===== config.mk =====
export PLATFORM = sky130hd
export DESIGN_NAME = vga_timing_gen_flat
export DESIGN_NICKNAME = d
export VERILOG_FILES = /design/src/rtl/vga_timing_gen_pkg.sv /design/src/rtl/vga_timing_gen_if.sv /design/src/rtl/vga_pipe_delay.sv /design/src/rtl/vga_timing_gen.sv /design/src/flat_wrapper.sv
export SDC_FILE = /design/constraint.sdc
export NUM_CORES = 1
export LEC_CHECK = 0
export CAP_MARGIN = 20
export CORE_AREA = 2 2 96 61
export CTS_BUF_LIST = sky130_fd_sc_hd__clkbuf_8
export CTS_CLUSTER_DIAMETER = 80
export DETAILED_ROUTE_END_ITERATION = 10
export DIE_AREA = 0 0 98 63
export PLACE_DENSITY = 0.65
export SETUP_SLACK_MARGIN = 0.3
export SYNTH_ARGS = -nofsm -noshare
export SYNTH_HDL_FRONTEND = slang
export SYNTH_SLANG_ARGS = --single-unit

===== constraint.sdc =====
create_clock -name clk -period 3.9 [get_ports clk]
set_input_delay 0.78 -clock clk [delete_from_list [all_inputs] [get_ports clk]]
set_output_delay 0.78 -clock clk [all_outputs]
set_load 0.01 [all_outputs]

===== src/rtl/vga_timing_gen_pkg.sv =====
// Shared constants for the raster timing generator: default 640x480@60 geometry,
// sync polarity encodings and a small window helper.
package vga_timing_gen_pkg;

    localparam int DEF_H_DISPLAY = 640;
    localparam int DEF_H_FRONT   = 16;
    localparam int DEF_H_SYNC    = 96;
    localparam int DEF_H_BACK    = 48;
    localparam int DEF_V_DISPLAY = 480;
    localparam int DEF_V_FRONT   = 10;
    localparam int DEF_V_SYNC    = 2;
    localparam int DEF_V_BACK    = 33;
    localparam int DEF_CNT_W     = 10;

    localparam bit POL_ACTIVE_LOW  = 1'b0;
    localparam bit POL_ACTIVE_HIGH = 1'b1;

    localparam int MAX_LATENCY = 8;

    function automatic logic in_window(input int pos, input int start, input int width);
        return (pos >= start) && (pos < start + width);
    endfunction

endpackage


===== src/rtl/vga_timing_gen_if.sv =====
// Video timing bundle: the generator drives it (master), the renderer consumes it (slave).
interface vga_timing_gen_if #(
    parameter int CNT_W = 10
);
    logic             hsync;
    logic             vsync;
    logic             display_en;
    logic [CNT_W-1:0] pix_x;
    logic [CNT_W-1:0] pix_y;
    logic             frame_start;
    logic             line_end;
    logic             update;

    modport master (
        output hsync, vsync, display_en, pix_x, pix_y, frame_start, line_end, update
    );

    modport slave (
        input hsync, vsync, display_en, pix_x, pix_y, frame_start, line_end, update
    );
endinterface


===== src/rtl/vga_pipe_delay.sv =====
// Enable-gated shift register: DEPTH stages, each advancing only when en is high,
// with asynchronous active-low reset to RESET_VAL.
module vga_pipe_delay #(
    parameter int               WIDTH     = 1,
    parameter int               DEPTH     = 1,
    parameter logic [WIDTH-1:0] RESET_VAL = '0
) (
    input  logic             clk,
    input  logic             rst,
    input  logic             en,
    input  logic [WIDTH-1:0] din,
    output logic [WIDTH-1:0] dout
);

    if (DEPTH < 1) begin : g_bad_depth
        $error("vga_pipe_delay: DEPTH must be at least 1");
    end

    logic [WIDTH-1:0] stage_q [DEPTH];
    logic [WIDTH-1:0] stage_d [DEPTH];

    always_comb begin
        for (int i = 0; i < DEPTH; i++) begin
            stage_d[i] = stage_q[i];
        end
        if (en) begin
            stage_d[0] = din;
            for (int i = 1; i < DEPTH; i++) begin
                stage_d[i] = stage_q[i-1];
            end
        end
    end

    always_ff @(posedge clk or negedge rst) begin
        if (!rst) begin
            for (int i = 0; i < DEPTH; i++) begin
                stage_q[i] <= RESET_VAL;
            end
        end else begin
            for (int i = 0; i < DEPTH; i++) begin
                stage_q[i] <= stage_d[i];
            end
        end
    end

    assign dout = stage_q[DEPTH-1];

endmodule


===== src/rtl/vga_timing_gen.sv =====
// Parametrised raster timing generator: H/V counters advanced by the pixel enable,
// sync/display/strobe decode, and an optional pipeline to align with pixel-data stages.
module vga_timing_gen
    import vga_timing_gen_pkg::*;
#(
    parameter int H_DISPLAY = DEF_H_DISPLAY,
    parameter int H_FRONT   = DEF_H_FRONT,
    parameter int H_SYNC    = DEF_H_SYNC,
    parameter int H_BACK    = DEF_H_BACK,
    parameter int V_DISPLAY = DEF_V_DISPLAY,
    parameter int V_FRONT   = DEF_V_FRONT,
    parameter int V_SYNC    = DEF_V_SYNC,
    parameter int V_BACK    = DEF_V_BACK,
    parameter bit H_POL     = POL_ACTIVE_LOW,
    parameter bit V_POL     = POL_ACTIVE_LOW,
    parameter int CNT_W     = DEF_CNT_W,
    parameter int LATENCY   = 0
) (
    input  logic              clk,
    input  logic              rst,
    input  logic              clk_pixel,
    vga_timing_gen_if.master  vid
);

    localparam int H_TOTAL      = H_DISPLAY + H_FRONT + H_SYNC + H_BACK;
    localparam int V_TOTAL      = V_DISPLAY + V_FRONT + V_SYNC + V_BACK;
    localparam int H_SYNC_START = H_DISPLAY + H_FRONT;
    localparam int V_SYNC_START = V_DISPLAY + V_FRONT;
    localparam int PIPE_W       = 2 * CNT_W + 6;

    localparam logic [CNT_W-1:0] H_LAST   = CNT_W'(H_TOTAL - 1);
    localparam logic [CNT_W-1:0] V_LAST   = CNT_W'(V_TOTAL - 1);
    localparam logic [CNT_W-1:0] V_UPDATE = CNT_W'(V_DISPLAY);

    // Reset image of the pipeline: syncs inactive, everything else zero.
    localparam logic [PIPE_W-1:0] PIPE_RST = {~H_POL, ~V_POL, {(PIPE_W-2){1'b0}}};

    if ((H_TOTAL - 1) >= (2 ** CNT_W) || (V_TOTAL - 1) >= (2 ** CNT_W)) begin : g_bad_cnt_w
        $error("vga_timing_gen: CNT_W too small for H_TOTAL/V_TOTAL");
    end
    if (H_SYNC < 1 || V_SYNC < 1) begin : g_bad_sync
        $error("vga_timing_gen: sync widths must be at least 1");
    end
    if (LATENCY < 0 || LATENCY > MAX_LATENCY) begin : g_bad_latency
        $error("vga_timing_gen: LATENCY must be in 0..8");
    end

    logic [CNT_W-1:0] h_q, h_d;
    logic [CNT_W-1:0] v_q, v_d;
    logic             en_q, en_d;

    always_comb begin
        h_d = h_q;
        v_d = v_q;
        en_d = clk_pixel;
        if (clk_pixel) begin
            if (h_q == H_LAST) begin
                h_d = '0;
                v_d = (v_q == V_LAST) ? '0 : v_q + 1'b1;
            end else begin
                h_d = h_q + 1'b1;
            end
        end
    end

    always_ff @(posedge clk or negedge rst) begin
        if (!rst) begin
            h_q  <= '0;
            v_q  <= '0;
            en_q <= 1'b0;
        end else begin
            h_q  <= h_d;
            v_q  <= v_d;
            en_q <= en_d;
        end
    end

    logic hs_raw, vs_raw, de_raw, fs_req, le_req, up_req;

    always_comb begin
        hs_raw = in_window(int'(h_q), H_SYNC_START, H_SYNC) ? H_POL : ~H_POL;
        vs_raw = in_window(int'(v_q), V_SYNC_START, V_SYNC) ? V_POL : ~V_POL;
        de_raw = (int'(h_q) < H_DISPLAY) && (int'(v_q) < V_DISPLAY);
        fs_req = (h_q == '0) && (v_q == '0);
        le_req = (h_q == H_LAST);
        up_req = (h_q == '0) && (v_q == V_UPDATE);
    end

    logic [PIPE_W-1:0] pipe_in, pipe_out;

    assign pipe_in = {hs_raw, vs_raw, de_raw, h_q, v_q, fs_req, le_req, up_req};

    // The first stage is the output register itself, so depth is LATENCY+1.
    vga_pipe_delay #(
        .WIDTH     (PIPE_W),
        .DEPTH     (LATENCY + 1),
        .RESET_VAL (PIPE_RST)
    ) u_pipe (
        .clk  (clk),
        .rst  (rst),
        .en   (clk_pixel),
        .din  (pipe_in),
        .dout (pipe_out)
    );

    logic             hs_o, vs_o, de_o, fs_o, le_o, up_o;
    logic [CNT_W-1:0] x_o, y_o;

    assign {hs_o, vs_o, de_o, x_o, y_o, fs_o, le_o, up_o} = pipe_out;

    assign vid.hsync      = hs_o;
    assign vid.vsync      = vs_o;
    assign vid.display_en = de_o;
    assign vid.pix_x      = x_o;
    assign vid.pix_y      = y_o;

    // Strobe requests persist in the pipe between enables; en_q trims them to the single
    // clk that follows the enable edge which loaded them.
    assign vid.frame_start = fs_o & en_q;
    assign vid.line_end    = le_o & en_q;
    assign vid.update      = up_o & en_q;

endmodule


===== src/flat_wrapper.sv =====
// flat-port wrapper written by rule: the top's interface ports become plain ports
module vga_timing_gen_flat import vga_timing_gen_pkg::*;
#(
    parameter int H_DISPLAY = DEF_H_DISPLAY,
    parameter int H_FRONT   = DEF_H_FRONT,
    parameter int H_SYNC    = DEF_H_SYNC,
    parameter int H_BACK    = DEF_H_BACK,
    parameter int V_DISPLAY = DEF_V_DISPLAY,
    parameter int V_FRONT   = DEF_V_FRONT,
    parameter int V_SYNC    = DEF_V_SYNC,
    parameter int V_BACK    = DEF_V_BACK,
    parameter bit H_POL     = POL_ACTIVE_LOW,
    parameter bit V_POL     = POL_ACTIVE_LOW,
    parameter int CNT_W     = DEF_CNT_W,
    parameter int LATENCY   = 0
)
  (clk, rst, clk_pixel, vid_hsync, vid_vsync, vid_display_en, vid_pix_x, vid_pix_y, vid_frame_start, vid_line_end, vid_update);
  vga_timing_gen_if #(.CNT_W(CNT_W)) vid_i ();
  input  logic clk;
  input  logic rst;
  input  logic clk_pixel;
  output wire logic [$bits(vid_i.hsync)-1:0] vid_hsync;
  output wire logic [$bits(vid_i.vsync)-1:0] vid_vsync;
  output wire logic [$bits(vid_i.display_en)-1:0] vid_display_en;
  output wire logic [$bits(vid_i.pix_x)-1:0] vid_pix_x;
  output wire logic [$bits(vid_i.pix_y)-1:0] vid_pix_y;
  output wire logic [$bits(vid_i.frame_start)-1:0] vid_frame_start;
  output wire logic [$bits(vid_i.line_end)-1:0] vid_line_end;
  output wire logic [$bits(vid_i.update)-1:0] vid_update;
  assign vid_hsync = vid_i.hsync;
  assign vid_vsync = vid_i.vsync;
  assign vid_display_en = vid_i.display_en;
  assign vid_pix_x = vid_i.pix_x;
  assign vid_pix_y = vid_i.pix_y;
  assign vid_frame_start = vid_i.frame_start;
  assign vid_line_end = vid_i.line_end;
  assign vid_update = vid_i.update;
  vga_timing_gen #(.H_DISPLAY(H_DISPLAY), .H_FRONT(H_FRONT), .H_SYNC(H_SYNC), .H_BACK(H_BACK), .V_DISPLAY(V_DISPLAY), .V_FRONT(V_FRONT), .V_SYNC(V_SYNC), .V_BACK(V_BACK), .H_POL(H_POL), .V_POL(V_POL), .CNT_W(CNT_W), .LATENCY(LATENCY)) u_core (.clk(clk), .rst(rst), .clk_pixel(clk_pixel), .vid(vid_i));
endmodule

==> out/metrics.yaml, run 1 <==
outcome: "completed"
grt_max_degree: 48
post_route_cells_drive_above_1_share: 0.179
crit_slowest_cell: "sky130_fd_sc_hd__nor3_1"
detailed_place_hpwl_um: 2890
cts.clk_slew.worst_paths_ps: 90
largest_register_ff_count: 26
num_rows: 21
postSynthRegisterBits: 47
final_antenna_net_count: 0
final_core_utilization: 0.486
ys_sh_adder: 0.0219
post-synth-top-area-fraction: 0.493
yosys-dominant-comb-family: "simple AND/OR/NAND/NOR gates"
worst_slew_margin_rel: 0.551
timing.reg2reg.setup_slack_ps: 1840
drc: 0
ys_sh_aoi: 0.0493
tool_warnings: 28
finalHoldViolations: 0
ys_cells: 211
hold_class: "input pin to async pin"
post_synth_mux_area_share: 0.107
die_height_um: 63
ctsHtreeMaxLevel: 2
async_flop_share: 1.00
timing.critical_path.max_delay_family: "simple AND/OR/NAND/NOR gates"
grt_overflow: 0
route.detailed.vias_per_inst: 5.17
synth.largest_area_cell: "sky130_fd_sc_hd__dfrtp_1"
synth.cellmix.xorXnorShare: 0.0421
cts.path.max_buffers: 2
grt_pass1_wl_um: 7220
critical_path_buffers_and_inverters: 2
post_cts_resize_count: 0
r2r_end: "u_core.v_q[4]"
setup_slack_of_the_critical_path_after_layout_ps: 1360
timing_max_transition_violations_final: 0
postCtsSetupBuffers: 0
tightestPinTransition_ps: 668
layout.nets: 224
==> run 1: cell usage in the layout (no fill, tap or decap), types with 2 or more instances in the layout <==
cell and n:
sky130_fd_sc_hd__nor3_1 8, sky130_fd_sc_hd__and3_2 2, sky130_fd_sc_hd__or2_2 2, sky130_fd_sc_hd__clkbuf_8 6, sky130_fd_sc_hd__dfstp_2 2, sky130_fd_sc_hd__inv_1 11
sky130_fd_sc_hd__nand2_1 8, sky130_fd_sc_hd__a21oi_1 6, sky130_fd_sc_hd__nand4_1 10, sky130_fd_sc_hd__buf_4 2, sky130_fd_sc_hd__clkdlybuf4s50_1 27, sky130_fd_sc_hd__ha_1 4
sky130_fd_sc_hd__and2_1 3, sky130_fd_sc_hd__dfrtp_1 45, sky130_fd_sc_hd__o22ai_1 3, sky130_fd_sc_hd__xnor2_1 6, sky130_fd_sc_hd__or3_1 5, sky130_fd_sc_hd__nand2b_1 2
sky130_fd_sc_hd__mux2_2 20, sky130_fd_sc_hd__mux2i_1 2, sky130_fd_sc_hd__o21ai_0 8, sky130_fd_sc_hd__nand3_1 8, sky130_fd_sc_hd__nor2_1 8, sky130_fd_sc_hd__nor4_1 3
sky130_fd_sc_hd__xor2_1 5
==> run 1: metal layers <==
layer / track usage / vias up / part of all wire
met3: 0.0403 / 4 / 0.045
met2: 0.188 / 36 / 0.38
li1: - / 722 / -
met5: 0 / - / 0
met1: 0.240 / 722 / 0.57
met4: 0.0382 / 0 / 0.0070
==> run 1: through the flow <==
step	hold slack [ps]	instances	total power [mW]	area, um2
detailed placement	467	278	0.817	2450
global route	339	287	1.25	2590
global placement	462	278	0.812	2450
floorplan	443	211	0.758	2290
finish	341	287	1.18	2590
CTS	488	286	1.19	2570
==> run 1: cells in the mapped netlist, drive strengths merged (4+ instances only) <==
master / number
dfrtp: 45
buf: 28
mux2: 20
inv: 11
nand4: 10
nand2: 8
nand3: 8
nor2: 8
nor3: 8
o21ai: 8
a21oi: 6
or3: 6
xnor2: 6
xor2: 5
clkbuf: 4
ha: 4
==> run 1: kinds of logic after synthesis <==
family / Yosys count
buffers and inverters: 43
multiplexers: 22
adder cells (fa/ha/maj): 4
XOR/XNOR: 11
AND-OR/OR-AND: 20
flip-flops: 47
AND/OR/NAND/NOR: 64
==> run 1: final cells by class <==
cell class                 instances  area [um2]
fill                             486        2740
sequential                        47        1180
multi-input combinational        121         858
timing repair buffer              31         310
tap                               69        86.3
clock buffer                       6        82.6
inverter                          11        41.3
clock inverter                     2        35.0
==> run 1: worst max path at each step <==
stage                     startpoint            end  slack [ps]  cells past startpoint
after floorplan            clk_pixel  u_core.v_q[3]        1960                      5
after global placement     clk_pixel  u_core.v_q[4]        1120                      6
after CTS                  clk_pixel  u_core.v_q[4]        1390                      6
final                      clk_pixel  u_core.v_q[4]        1360                      6
after detailed placement   clk_pixel  u_core.v_q[4]        1080                      6
after global routing       clk_pixel  u_core.v_q[4]        1220                      6
==> run 1: power breakdown <==
| group | leakage (nW) | internal [mW] | switching, mW |
|---|---|---|---|
| combinational | 0.468 | 0.112 | 0.0840 |
| sequential | 0.579 | 0.540 | 0.0734 |
| clock | 0.0612 | 0.207 | 0.161 |
| total | 1.11 | 0.859 | 0.319 |
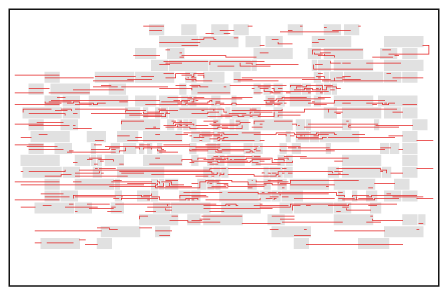
*M1 wires, run 1*
Cells faint in the background.
nets with wire on the layer = 201
share of all routed wire = 57%
longest straight run = 35.0 um
wire length on this layer = 2370 um
final wirelength: 4150 um
via count of the routed design: 1484
GR Util met1: 0.240

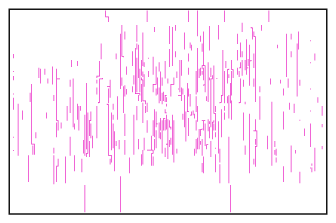
*The metal 2 layer, run 1*
nets with wire on the layer = 184
longest straight run = 20.4 um
wire length on this layer = 1560 um
share of all routed wire = 38%
main direction = vertical
met2 track demand over resource: 0.188

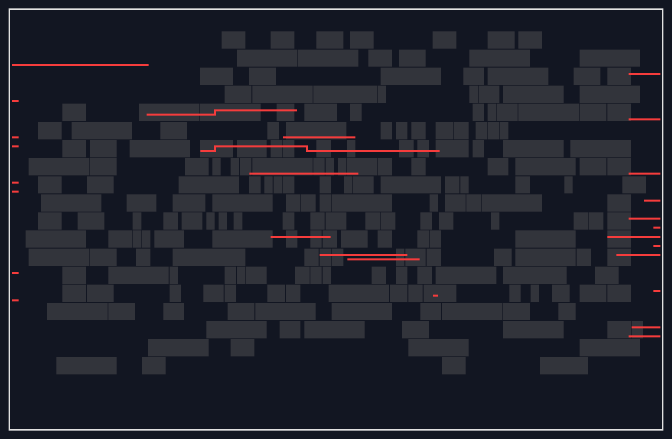
*Metal 3, run 1*
Cells faint in the background.
share of all routed wire = 4.6%
longest straight run = 20.2 um
main direction = horizontal
nets with wire on the layer = 26
global routing met3 resource utilization: 0.0403

### Sequential cells grouped by signal name, run 1

The bar under the picture is 20 um long.
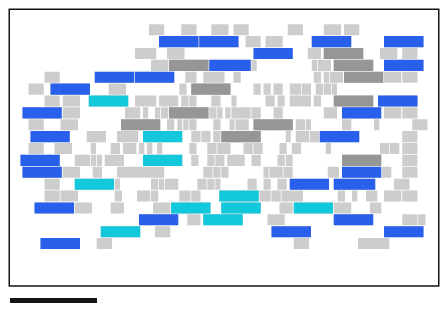

--- run 2 (diff from run 1) ---
- PLACE_DENSITY: 0.65 -> 0.68
- clock period: 3.9 -> 2.2 ns (I/O delays scaled with it)
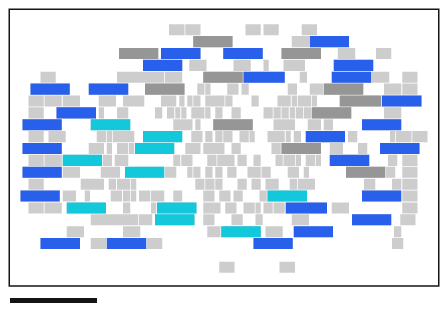
*Sequential cells grouped by signal name, run 2*
The bar under the picture is 20 um long.
cyan -> u_core.h_q  # sequential cells 10
blue -> u_core.u_pipe.dout  # sequential cells 26, where spread over the die
not coloured = 11
flip-flop and latch area: 1180 um2
core occupancy in the finished layout: 0.507
sequential group power: 1.07 mW
proportion of cell area occupied by registers: 0.436

==> out/metrics.yaml, run 2 <==
outcome: "completed"
initCoreUtil: 0.429
period_used_share: 0.827
placed_area_um2: 2530
async_flop_share: 1.00
max-cap-violations: 0
port_buffers: 28
synth_top_flop_cell: "sky130_fd_sc_hd__dfrtp_1"
ctsRootBufferMaster: "sky130_fd_sc_hd__clkbuf_8"
num_rows: 21
largest_register_ff_count: 26
most_frequent_logic_cell_in_the_layout: "sky130_fd_sc_hd__dfrtp_1"
ctsHtreeMaxLevel: 2
detailed_place_hpwl_um: 2970
route.vias.total: 1535
via_count_of_the_first_global_routing_pass: 1458
final_antenna_net_count: 0
setup_skew_after_layout_ps: 5.00
synth_cells: 211
grt_max_degree: 48
cts.path.max_buffers: 2
worst_slew_margin_rel: 0.609
vdd_ir_drop_max_mv: 0.445
antenna_cells_inserted: 0
drc: 0
met2_track_demand_over_resource: 0.199
critPathKind: "flip-flop to flip-flop"
core-area_um2: 5330
areaGrowthSynthToFinish_pct: 18.3
tns_ps: 0
setup_slack_of_the_critical_path_after_layout_ps: 380
fp_nets: 218
layout.nets: 235
period_needed_ps: 1820
post-synth-top-area-fraction: 0.493
totalWireLength_um: 4330
postSynthRegisterBits: 47
tool_warnings: 28
power-per-cell-area_nw_per_um2: 815
timing_max_transition_violations_final: 0
synth.top_cells.by_area: "sky130_fd_sc_hd__dfrtp_1 (49%), sky130_fd_sc_hd__mux2_2 (9.9%), sky130_fd_sc_hd__buf_4 (6.6%)"
avgSynthCellArea_um2: 10.8
cell_area_after_layout_um2: 2700
hold_class: "input pin to async pin"
die_height_um: 63
synth.largest_area_cell: "sky130_fd_sc_hd__dfrtp_1"
tritoncts_clock_tree: "done"
gr-usage-met3: 0.0425
final.fill_count: 488
grt_overflow: 0
rsz0062_at_grt: "false"
drt-initial-drc-count: 93
whs_ps: 220
dp_cells: 288
post_route_cells_drive_above_1_share: 0.245
drtPass1Iterations: 4
timing.fmax_mhz: 549
grt_pass1_wl_um: 7450
ys_cells: 211
global_route.peak_usage_layer: "met1"
crit_slowest_cell: "sky130_fd_sc_hd__or4_4"
pre_cts_slack_ps: 116
synth_area_um2: 2290
tightestPinTransition_ps: 586
synth.yosys.seq_area_share: 0.516
stdcell_count: 298
setup.worst_path.start_class: "flip-flop"
cts.clk_slew.worst_paths_ps: 90
finalHoldViolations: 0
synthTopCellsByCount: "sky130_fd_sc_hd__dfrtp_1 (45), sky130_fd_sc_hd__buf_4 (20), sky130_fd_sc_hd__mux2_2 (20), sky130_fd_sc_hd__inv_1 (11), sky130_fd_sc_hd__nand4_1 (10)"
grt_use_met1: 0.239
synth_dominant_cell_count: "sky130_fd_sc_hd__dfrtp_1"
ys_area_um2: 2290
cts_hold_buf: 0
route.detailed.vias_per_inst: 5.15
mostFrequentLayoutCells: "sky130_fd_sc_hd__dfrtp_1 (44), sky130_fd_sc_hd__clkdlybuf4s50_1 (27), sky130_fd_sc_hd__mux2_2 (20), sky130_fd_sc_hd__buf_4 (14), sky130_fd_sc_hd__inv_1 (11)"
synth.distinct_cells: 35
routabilityCongestion: 0.843
[run 2: netlist changes by cell type in the layout (fill, tap and decap cells not counted), sizes merged]
cell      change
clkinv        -1
clkinvlp      +1
bufinv        +1
buf          +11
clkbuf        -1
[run 2: cell type report]
class,instances,area [um2],area share
Multi-Input combinational cell,121,880,0.325
Inverter,11,41.3,0.0153
Clock buffer,5,68.8,0.0255
Timing Repair Buffer,42,380,0.141
Sequential cell,47,1180,0.436
Clock inverter,3,67.6,0.0250
Tap cell,69,86.3,0.0319
[run 2: final timing paths]
| kind | depth (start not counted) | slack, ps | to | start |
|---|---|---|---|---|
| min in group clk | 1 | 480 | u_core.u_pipe.dout[1] | u_core.u_pipe.dout[1] |
| worst max register to register | 4 | 380 | u_core.v_q[2] | u_core.v_q[5] |
| worst min register to register | 1 | 480 | u_core.u_pipe.dout[1] | u_core.u_pipe.dout[1] |
| max in group asynchronous | 2 | 1560 | u_core.v_q[5] | rst |
| worst min-delay path | 2 | 220 | u_core.u_pipe.dout[21] | rst |
| worst max-delay path | 4 | 380 | u_core.v_q[2] | u_core.v_q[5] |
[run 2: metrics by stage]
step	utilization	total power, mW
floorplan	-	1.34
global placement	0.474	1.46
detailed placement	0.474	1.46
CTS	0.500	2.21
global route	0.507	2.32
finish	0.507	2.20
[run 2: where the power goes]
| part | leakage, nW | internal, mW | switching [mW] |
|---|---|---|---|
| clock | 0.0644 | 0.453 | 0.288 |
| sequential | 0.579 | 0.957 | 0.111 |
| combinational | 0.522 | 0.221 | 0.173 |
[run 2: worst max-delay path: cells and delay by family, from the launching register on]
| family | cells | cell delay (ps) |
|---|---|---|
| muxes | 1 | 100 |
| and+or+nand+nor | 2 | 980 |
| AOI/OAI and AO/OA | 1 | 160 |
| DFF | 1 | 460 |
[run 2: cell families (layout without fill, tap and decap cells)]
logic type | count (synthesis) | in the layout | synth area share
DFF | 47 | 47 | 0.516
buffers and inverters | 43 | 61 | 0.109
xor gates and xnor gates | 11 | 11 | 0.0421
AOI/OAI and AO/OA | 20 | 20 | 0.0493
and+or+nand+nor | 64 | 64 | 0.155
adders and majority gates | 4 | 4 | 0.0219
muxes | 22 | 22 | 0.107
[run 2: per-layer routing]
metal / share of wire / wire [um]
met2: 0.40 / 1720
met4: 0.0079 / 34
met1: 0.54 / 2320
met5: 0 / 0
met3: 0.058 / 250
[run 2: repair_timing]
action,4_1_cts,5_1_grt
resized,1,6
buffers inserted,0,2
endpoints found under the setup margin,2,3
No activity file was given, so power comes from the tool's default toggle rates.
